Design voice_mix_buffer_flat, sky130hd; sources not shown.
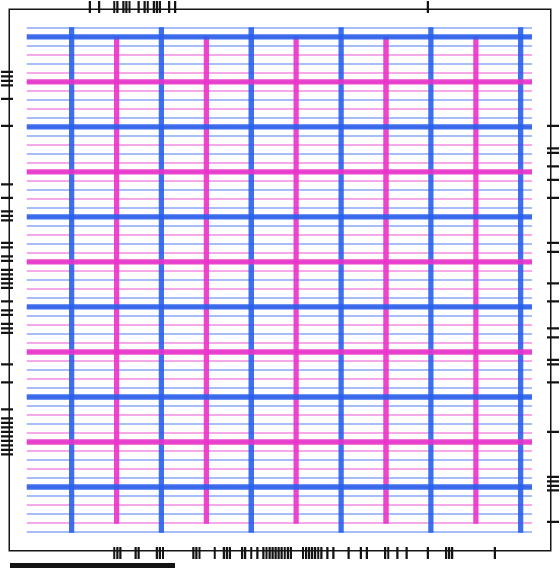
Fig. 1. Floorplan with the power grid.
Scale bar: 50 um. Pins as bars on the die edge.
[blue] VSS
[magenta] VDD
met4 straps: 11
met5 straps: 11
met1 rails: 57
rows: 56
signal pins: 125
chip height: 163.2 um
Die Wd: 163.2 um
floorplan core area: 23,260 sq um
Max IR drop VDD: 115.5 uV

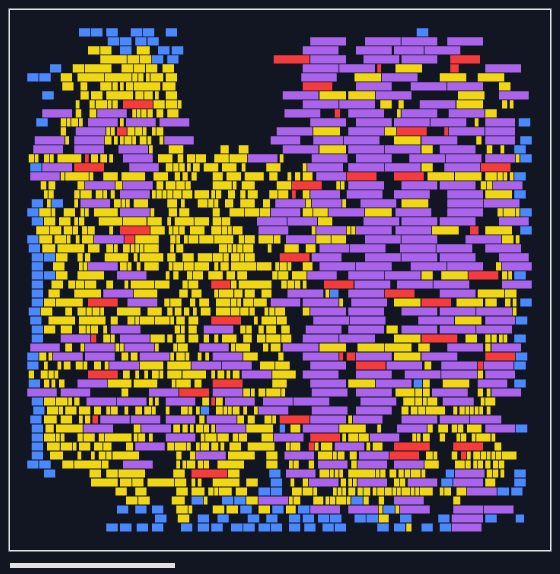
Fig. 2. Cells coloured by class.
Scale bar: 50 um.
[purple] registers | cells: 256 | share of their area: 45%
[blue] remaining buffers and delay cells | cells: 128 | share of their area: 8.0%
[yellow] remaining logic cells | cells: 808 | share of their area: 42%
[red] clock drivers and dummy loads | cells: 48 | share of their area: 5.6%
design area: 16,170 sq um
row count: 56
Seq/total area: 43.59%

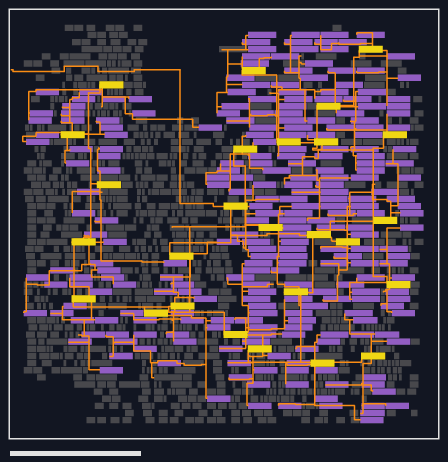
Fig. 3. Clock wires, drivers and flops.
Scale bar: 50 um.
[purple] flip-flops | count: 256
[yellow] clock-net drivers | count: 26
[orange] clock wires | length: 2,910 um
routed clock nets: 27
P_clk: 927 uW
power share of the clock group: 25.1%
clk_lat worst skew: 0.54 ns

==> run summary <==
Outcome: completed
Fp_density: 59.51%
Commonest cells after routing, fill and taps aside: edfxtp_1, dfrtp_1, clkdlybuf4s50_1
Yosys simple share: 6.326%
Mean Syn Cell Area: 12.28 sq um
Post-route total power: 3688 uW
Routed Wire Length: 29,360 um
Main logic family after synthesis: multiplexers
First-pass GRT wire length: 47,420 um
Wire length on met2: 15,510 um
Yosys reg bits: 256
Post-route insts no fill: 1,559
Stages on the worst setup path: 24
Area after DPL: 15,290 sq um
Crit path time final: 5.697 ns
CTS resizes: 0
Yosys warns: 0
Cells after DPL: 1,511
Switching Fraction: 33.36%
Share of cells above drive strength 1: 13.55%
Fraction of area in multi-input gates: 38.00%
Hold Crit Class: reg2reg
P per Cell Area: 228.0 nW/um^2
Fillers: 1,660
Non-CTS inverters: 116
Post-layout worst setup margin: 5.003 ns
Endpoints failing setup: 0
HPWL after DPL: 20,370 um
Signal buf overhead: 7.813%
Top cells by count, synth: edfxtp_1, dfrtp_1, inv_1, mux2i_1, nor2_1
Vias: 9,107
Hold Crit Depth: 2
Signal buffers: 128
Max power group: registers
Drt drc: 0
Reg-to-reg slack, setup: 5.00 ns
Post-synth top area cell: edfxtp_1
DR WL/cell: 18.83 um
Tool warnings: 28
Antenna cells: 0
Layout area overhead: 16.83%
Registers: 256
Slew @ Worst Pin: 1.066 ns
Gate Area: 6146 sq um
Post-Syn Area: 13,840 sq um
Sequential power: 1530 uW
Comb_multi_in: 692
Gr ovfl total: 0
Nets@finish: 1,363
Tap cells: 319
Global route hottest layer: met2
Number of synthesized flops with an enable pin: 128
Combinational Power Share: 33.4%
Clock-pin transition on the worst setup and hold timing paths: 0.06 ns
Yosys adder share: 6.218%
Final Max Slew Viols: 0
Ys async rst share: 50.00%
Top cells by area: edfxtp_1, dfrtp_1, mux4_2
Clock buffers: 30
Root buf cell: clkbuf_16
Cells after Synth: 1,127
DR pass1 iterations: 5
Max-Cap Viols: 0
Period utilization: 53.25%
YS chip area: 13,840 sq um
Metal1 wirelength: 11,590 um
Worst path arrival time: 5.90 ns
Leak Pwr: 0.006530 uW
Aoi share: 12.09%
Cell Type Count: 66
Top-level I/O count: 125
Post-synth seq share: 50.91%
CTS Sinks: 256
Cell with the most instances after synthesis: edfxtp_1
PortBufs: 124
Highest routed layer: met4
Hold buffers post-CTS: 0
Placer Congestion: 0.8475
WS Path Type: reg2reg
Clock-cell share: 5.438%
M1 GR Usage: 27.48%
Unrepaired setup endpoints after global routing: false
Commonest flop: edfxtp_1
Global Route met2 Usage: 40.15%
R2R cell count: 24
CP bufs+invs: 4
Critical-path cell list: inv_1 -> fa_1 -> inv_1 -> ha_1 -> inv_1 -> fa_1 -> inv_1 -> a21o_1 -> a21oi_1 -> o21bai_1 -> a31o_1 -> a41o_1 -> nor2_1 -> xnor2_1 -> ha_1 -> nand2_1 -> nor2_1 -> a211oi_1 -> a21boi_1 -> o41ai_2 -> nor4b_2 -> a21oi_4 -> o21ai_2 -> o22ai_1
Total track usage: 22.13%
Ys cells: 1,127
CTS tree: built
Grt met3 use: 3.003%
Clk buf depth: 3
Critical path launch point type: flip-flop
Final Hold Vio Count: 0
Remaining antenna violation count after routing: 0
Die ar.: 26,630 sq um
Routed vias/inst: 5.842
Final Util: 69.53%
Post-CTS setup buffers: 0
Relative slew slack: 28.83%
Met3 wire length: 1264 um
Max reg flops: 128
Initial antenna violation count: 0
Critical path peak fanout: 17
P_sw: 1230 uW
Worst Path Required: 10.91 ns
Crit. End Element: flip-flop
Sequential cell area: 7051 sq um
Most frequent logic cell in the layout: edfxtp_1
Number of global-route vias before repair: 9,309
First DRT Iteration DRCs: 700
Critical Path Max Stage Delay: 0.66 ns
Dominant cell area share: 27.76%
Cts bufs inserted: 26
Hold_ws: 0.3302 ns
Flop pwr share: 41.5%
Dominant kind of cell: flip-flops and latches
Final setup TNS: 0 ns
XOR Share, Synth: 2.594%
Max frequency: 175.5 MHz
Power Combinational: 1230 uW
Dpl ws: 4.967 ns
Largest net degree at the start of global routing: 82
Mux frac, synth: 16.89%
CTS H-tree depth: 1
Most used cell, CP: inv_1
Top Family by Delay on Critical Path: AND-OR/OR-AND gates
Floorplan Nets: 1,270
Internal: 2458 uW
Slowest CP cell: o21ai_2
No activity file was given, so power comes from the tool's default toggle rates.
